Gate families picked out:
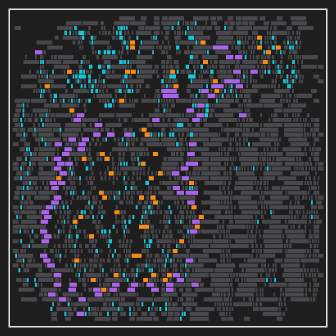
Sequential cells coloured by netlist name:
Bar = 50 µm. Other sequential cells in the stronger grey, the rest of the logic in the fainter grey.
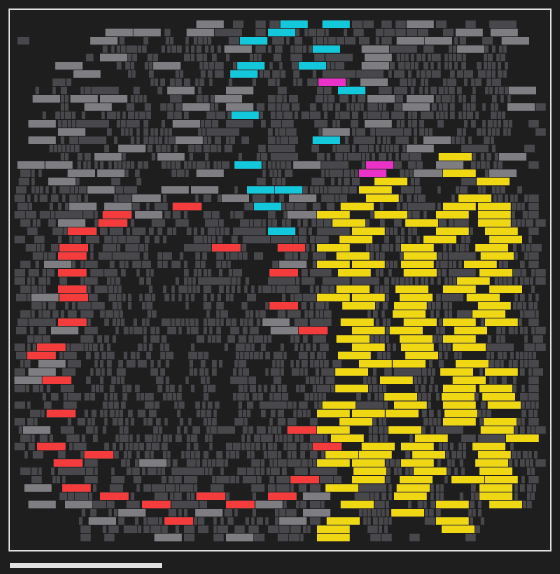
Congestion heat map:
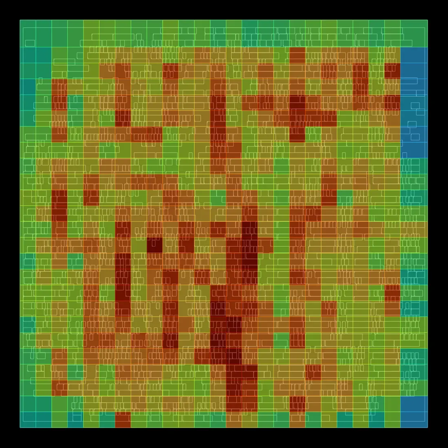
Port wiring:
Bar = 50 µm.
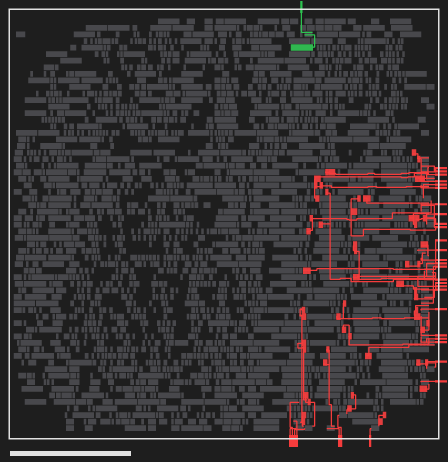
### config.mk
export PLATFORM = sky130hd
export DESIGN_NAME = alu_traffic_gen
export DESIGN_NICKNAME = d
export VERILOG_FILES = /design/src/rtl/alu_traffic_gen.sv
export SDC_FILE = /design/constraint.sdc
export NUM_CORES = 1
export LEC_CHECK = 0
export ABC_AREA = 1
export CORE_UTILIZATION = 54
export CTS_CLUSTER_SIZE = 24
export DETAILED_ROUTE_END_ITERATION = 12
export PLACE_DENSITY = 0.77
export SKIP_LAST_GASP = 1
export SLEW_MARGIN = 20
export SYNTH_ARGS = -nofsm -noshare
export SYNTH_HDL_FRONTEND = slang
export SYNTH_SLANG_ARGS = --single-unit
### constraint.sdc
create_clock -name i_clk -period 3.4 [get_ports i_clk]
set_input_delay 0.68 -clock i_clk [delete_from_list [all_inputs] [get_ports i_clk]]
set_output_delay 0.68 -clock i_clk [all_outputs]
set_load 0.005 [all_outputs]
### src/rtl/alu_traffic_gen.sv
// alu_traffic_gen: LFSR-driven ALU request generator with an in-order result scoreboard and watchdog.
module alu_traffic_gen #(
    parameter int          WIDTH   = 32,
    parameter int          TESTS   = 32,
    parameter int          DEPTH   = 4,
    parameter logic [31:0] SEED    = 32'h1,
    parameter logic [2:0]  OP_MASK = 3'b111,
    parameter int          TIMEOUT = 1024
) (
    input  logic             i_clk,
    input  logic             i_rst_n,
    input  logic             i_start,
    input  logic             i_alu_ready,
    output logic             o_alu_valid,
    output logic [WIDTH-1:0] o_alu_a,
    output logic [WIDTH-1:0] o_alu_b,
    output logic [1:0]       o_alu_op,
    input  logic             i_alu_res_valid,
    input  logic [WIDTH-1:0] i_alu_result,
    output logic             o_busy,
    output logic             o_done,
    output logic             o_pass,
    output logic             o_timeout,
    output logic [15:0]      o_err_count
);
    localparam int          PW       = DEPTH > 1 ? $clog2(DEPTH) : 1;
    localparam int          CW       = $clog2(DEPTH + 1);
    localparam logic [31:0] POLY     = 32'h80200003;
    localparam logic [1:0]  FIRST_OP = OP_MASK[0] ? 2'd1 : OP_MASK[1] ? 2'd2 : 2'd3;

    typedef enum logic [1:0] {IDLE, RUN, DRAIN, DONE} state_t;
    state_t state, state_d;

    logic [31:0]      lfsr_a, lfsr_b, wd;
    logic [1:0]       op;
    logic [15:0]      issued, err, err_d;
    logic [CW-1:0]    count, count_d;
    logic [PW-1:0]    wr_ptr, rd_ptr;
    logic [WIDTH-1:0] sb [DEPTH];
    logic [WIDTH-1:0] a, b, expected;
    logic             active, valid, xfer, res, pop, spurious, mismatch, wd_fire, start;

    function automatic logic [31:0] step(input logic [31:0] x);
        return x[0] ? (x >> 1) ^ POLY : x >> 1;
    endfunction

    function automatic logic [1:0] rot(input logic [1:0] x);
        return x == 2'd3 ? 2'd1 : x + 2'd1;
    endfunction

    // next enabled op after cur; cur itself when it is the only one enabled
    function automatic logic [1:0] next_op(input logic [1:0] cur);
        logic [1:0] n1, n2;
        n1 = rot(cur);
        n2 = rot(n1);
        return OP_MASK[n1 - 2'd1] ? n1 : OP_MASK[n2 - 2'd1] ? n2 : cur;
    endfunction

    function automatic logic [PW-1:0] inc(input logic [PW-1:0] p);
        return p == PW'(DEPTH - 1) ? '0 : p + PW'(1);
    endfunction

    assign active   = state == RUN || state == DRAIN;
    assign valid    = state == RUN && issued < 16'(TESTS) && count < CW'(DEPTH);
    assign xfer     = valid && i_alu_ready;
    assign res      = i_alu_res_valid && active;
    assign pop      = res && count != '0;
    assign spurious = (res && count == '0) || (i_alu_res_valid && state == DONE);
    assign mismatch = pop && sb[rd_ptr] != i_alu_result;
    assign wd_fire  = active && count != '0 && !i_alu_res_valid && wd == 32'(TIMEOUT - 1);
    assign start    = i_start && (state == IDLE || state == DONE);
    assign count_d  = count + CW'(xfer) - CW'(pop);
    assign err_d    = start ? '0 : (mismatch || spurious || wd_fire) && err != 16'hFFFF ? err + 16'd1 : err;

    assign a           = lfsr_a[WIDTH-1:0];
    assign b           = lfsr_b[WIDTH-1:0];
    assign expected    = op == 2'd1 ? a + b : op == 2'd2 ? a - b : a ^ b;
    assign o_alu_valid = valid;
    assign o_alu_a     = valid ? a : '0;
    assign o_alu_b     = valid ? b : '0;
    assign o_alu_op    = valid ? op : 2'd0;
    assign o_err_count = err;

    always_comb begin
        state_d = state;
        case (state)
            IDLE:    state_d = i_start ? RUN : IDLE;
            RUN:     state_d = wd_fire ? DONE : issued + 16'(xfer) == 16'(TESTS) ? DRAIN : RUN;
            DRAIN:   state_d = wd_fire || count_d == '0 ? DONE : DRAIN;
            default: state_d = i_start ? RUN : DONE;
        endcase
    end

    always_ff @(posedge i_clk or negedge i_rst_n) begin
        if (!i_rst_n) begin
            state     <= IDLE;
            lfsr_a    <= SEED;
            lfsr_b    <= ~SEED;
            op        <= FIRST_OP;
            issued    <= '0;
            count     <= '0;
            wr_ptr    <= '0;
            rd_ptr    <= '0;
            wd        <= '0;
            err       <= '0;
            o_busy    <= 1'b0;
            o_done    <= 1'b0;
            o_pass    <= 1'b0;
            o_timeout <= 1'b0;
        end else begin
            state  <= state_d;
            err    <= err_d;
            o_busy <= state_d == RUN || state_d == DRAIN;
            o_done <= state_d == DONE;
            o_pass <= state_d == DONE && err_d == '0;
            if (start) begin
                lfsr_a    <= SEED;
                lfsr_b    <= ~SEED;
                op        <= FIRST_OP;
                issued    <= '0;
                count     <= '0;
                wr_ptr    <= '0;
                rd_ptr    <= '0;
                wd        <= '0;
                o_timeout <= 1'b0;
            end else begin
                if (xfer) begin
                    lfsr_a <= step(lfsr_a);
                    lfsr_b <= step(lfsr_b);
                    op     <= next_op(op);
                    issued <= issued + 16'd1;
                    wr_ptr <= inc(wr_ptr);
                end
                if (pop)
                    rd_ptr <= inc(rd_ptr);
                count <= count_d;
                wd    <= !active || count == '0 || i_alu_res_valid ? '0 : wd + 32'd1;
                // watchdog expiry abandons every outstanding result
                if (wd_fire) begin
                    count     <= '0;
                    wr_ptr    <= '0;
                    rd_ptr    <= '0;
                    wd        <= '0;
                    o_timeout <= 1'b1;
                end
            end
        end
    end

    always_ff @(posedge i_clk) begin
        if (xfer)
            sb[wr_ptr] <= expected;
    end
endmodule

==> run summary <==
fraction of synthesis flops using an asynchronous set or reset pin: 0.528
core region area: 30000 µm²
yosys cell count: 2105
share of cells above drive strength 1: 0.0919
final-layout setup total negative slack: 0 ps
Worst Hold Slack: 113 ps
area occupied by multi-input gates: 7730 µm²
number of global-route vias before repair: 14300
netlist area before placement: 16600 µm²
Sequential Power Share: 0.292
total gr overflow: 0
proportion of power drawn by the clock network: 0.210
reg2reg end: o_pass
PD cells: 852 nW/µm²
Most common reg cell: sky130_fd_sc_hd__edfxtp_1
cell with the largest stage delay on the worst path: sky130_fd_sc_hd__dfrtp_1
Avg Cell Area, Syn: 7.89 µm²
floorplan die width: 177 µm
fraction of the core area occupied by cells at floorplan: 0.555
fraction of power spent switching nets: 0.416
maximum number of pins on one net before global-route repair: 70
buffer-and-inverter tally for the worst setup path: 5
register-to-register setup slack: 100 ps
cell types occupying the most area after synthesis: sky130_fd_sc_hd__edfxtp_1 (23%), sky130_fd_sc_hd__dfrtp_1 (17%), sky130_fd_sc_hd__nand2_1 (11%)
via/cell ratio: 5.51
fin nets: 2394
Worst slew margin: 0.545
placed wire-length estimate after detailed placement: 31.8 mm
length of the first detailed-routing pass in iterations: 6
CTS tree: built
capturing element type of the critical path: register
drt total wl: 44.6 mm
GRT Overall Usage: 0.285
crit path DRT: 3900 ps
final hold violation count: 0
slew at the pin closest to its max-slew limit: 682 ps
maximum clock skew at final layout: 13.1 ps
Sink Count: 271
Cells after Synth: 2105
final critical-path required period: 3300 ps
Cell Type Count: 50
height of the die: 177 µm
maximum level of the CTS H-tree: 1
max cap viols: 0
Mapped Nets: 2228
synthesized flop and latch total: 271
most numerous cell on the critical path: sky130_fd_sc_hd__nand3_2
portion of the post-synthesis area used by sequential elements: 0.449
Worst Setup Path Type: register to register
worst hold path type: primary input to asynchronous set/reset pin
Fmax achieved: 303 MHz
Filler Cells Inserted: 2510
number of antenna diodes: 0
clk latency late pin: 580 ps
Worst Path Max Fanout: 2
CP Launch Type: register
routed via count: 14800
final routed DRC violation total: 0
beginning of the worst register-to-register path: state[1]
initial antenna violation count: 0
first-pass GRT wire length: 71.4 mm
standard-cell rows: 63
launching instance or port of the critical path: state[1]
count of endpoints failing setup in the final report: 0
depth of the worst register-to-register path: 26
run status: complete, no violations
warning total across the stage logs: 68
chip area: 31500 µm²
cell-internal power: 9.90 mW
area overhead of the layout relative to synthesis: 19.7%
summed standard-cell area reported by yosys: 16600 µm²
share of the synthesized area in the top cell type: 0.231
Data arrival, critical path: 3810 ps
setup repair after global routing missed its margin: yes
worst setup slack after placement: -258 ps
Worst path max stage delay: 390 ps
leading area contributor after synthesis: sky130_fd_sc_hd__edfxtp_1
Clk pin slew, worst setup/hold paths: 60 ps
count of hold-fix buffers inserted at cts: 0
Warnings, synthesis: 0
largest voltage drop on the vdd net: 607 µV
number of antenna-violating nets in the routed design: 0
largest buffer count on any clock path: 3
number of violations reported at the end of detailed-routing iteration 0: 1278
setup slack of the critical path after layout: 96.5 ps
ratio of final minimum period to clock period: 0.972
Net Switching: 7.05 mW
root buffer selected by CTS: sky130_fd_sc_hd__clkbuf_16
critical path's top delay family: simple AND/OR/NAND/NOR gates
combinational share of power: 0.498
Leakage Power: 9.25 nW
cts bufs inserted: 30
max-slew violation total from the final report: 0
gp weighted congestion: 0.995
EDFF count, synth: 128
About 'gate families picked out':
| colour | family | cells | most used |
|---|---|---|---|
| orange | XOR/XNOR gates | 55 | xor2_1 |
| purple | adder and majority cells | 86 | ha_1 |
| cyan | NOR gates | 304 | nor2_1 |
most common logic cell in the routed design: sky130_fd_sc_hd__nand2_1
non-filler cells, final: 2685
share of cell area taken by multi-input logic gates: 0.389

About 'sequential cells coloured by netlist name':
| colour | signal | flops |
|---|---|---|
| magenta | count | 3 |
| cyan | issued | 16 |
| red | b | 32 |
| yellow | sb | 128 |
not coloured: 92
final design utilization: 0.664
area taken by flip-flops and latches: 7460 µm²
power of the sequential group: 4.94 mW
flop share of the area: 0.375

About 'congestion heat map':
WL/cell: 16.6 µm
met2 usage: 0.464
Global Route met1 Usage: 0.390
layer with the highest usage: met2

About 'port wiring':
| colour | port | bits | direction | end cells | buffers | wire |
|---|---|---|---|---|---|---|
| green | o_pass | 1 | output | 1 | 1 | 23.8 µm |
| red | i_alu_result | 32 | input | 64 | 32 | 1270 µm |
Port Buffer Count: 123
total I/O pin count: 124

[registers in the layout, indices dropped and copies added (netlist names), 2 cells and up]
register,cells
o_err_count,16
state,2
issued,16
wd,32
a,32
sb,128
count,3
wr_ptr,2
op,2
b,32
rd_ptr,2
[synthesized netlist by cell type, drive strengths merged, types with 4 or more instances]
library cell    n
dfstp          33
xnor2           8
a21oi          92
a211oi          6
nor2          242
xor2           47
nand3         187
a21boi          5
nand3b         10
nor4           21
nor3           40
edfxtp        128
o211ai          4
nand2         476
o21bai          9
dfrtp         110
inv           335
a22oi          42
nand4          26
a31oi           4
ha             83
o21ai          71
o22ai          31
buf            26
clkbuf         38
a221oi          5
[cell usage in the layout (no fill, tap or decap), drive strengths merged, types with 21 or more instances in the layout]
| master | synthesis | layout |
|---|---|---|
| a21oi | 92 | 92 |
| a22oi | 42 | 42 |
| buf | 26 | 76 |
| clkbuf | 38 | 37 |
| clkdlybuf4s50 | 0 | 122 |
| dfrtp | 110 | 110 |
| dfstp | 33 | 33 |
| edfxtp | 128 | 128 |
| ha | 83 | 83 |
| inv | 335 | 336 |
| nand2 | 476 | 476 |
| nand3 | 187 | 187 |
| nand4 | 26 | 26 |
| nor2 | 242 | 242 |
| nor3 | 40 | 40 |
| nor4 | 21 | 21 |
| o21ai | 71 | 71 |
| o22ai | 31 | 31 |
| xor2 | 47 | 47 |
[stage by stage]
step | total power, mW | cells | instance area, µm²
after floorplan | 9.94 | 2105 | 16600
after global placement | 12.9 | 2621 | 18600
after detailed placement | 13.1 | 2621 | 18600
after CTS | 16.7 | 2678 | 19700
after global routing | 18.0 | 2685 | 19900
final | 16.9 | 2685 | 19900
[layout make-up]
cell class | count | share of cell area
Sequential cell | 271 | 0.375
Clock inverter | 19 | 0.0141
Multi-Input combinational cell | 1433 | 0.389
Clock buffer | 37 | 0.0416
Inverter | 337 | 0.0637
Tap cell | 390 | 0.0245
Timing Repair Buffer | 198 | 0.0918
[worst max path at each step]
stage | end | slack [ps] | depth (start not counted)
after floorplan | o_pass | 40 | 28
after global placement | o_pass | -120 | 22
after detailed placement | o_pass | -260 | 20
after CTS | o_pass | -70 | 27
after global routing | o_pass | -140 | 26
final | o_pass | 100 | 26
[power groups by stage]
stage	clock network, mW	logic (mW)	registers, mW
2_1_floorplan	0	5.01	4.93
3_3_place_gp	0	7.92	4.97
3_5_place_dp	0	8.10	4.99
4_1_cts	3.61	8.18	4.93
5_1_grt	3.72	9.31	5.00
6_report	3.56	8.44	4.94
[logic make-up after synthesis]
group | after synthesis | share of synthesized area
buffers and inverters | 401 | 0.0962
XOR/XNOR | 55 | 0.0290
adder cells (fa/ha/maj) | 86 | 0.0661
flip-flops | 271 | 0.449
AND-OR/OR-AND | 287 | 0.104
AND/OR/NAND/NOR | 1005 | 0.256
[routing by layer]
layer	vias up	global-route usage	routed length, µm
li1	7236	-	-
met1	6965	0.390	20000
met2	514	0.464	20400
met3	81	0.0452	3010
met4	0	0.0876	1120
met5	-	0	0
[repair_timing]
item | 4_1_cts | 5_1_grt
pin swaps | 4 | 20
setup endpoints to repair | 6 | 65
hold endpoints to repair | 0 | 0
gates resized | 10 | 38
buffers inserted | 1 | 7
cloned | 0 | 0
Power figures rest on the tool's default switching activity, not on a simulated workload.
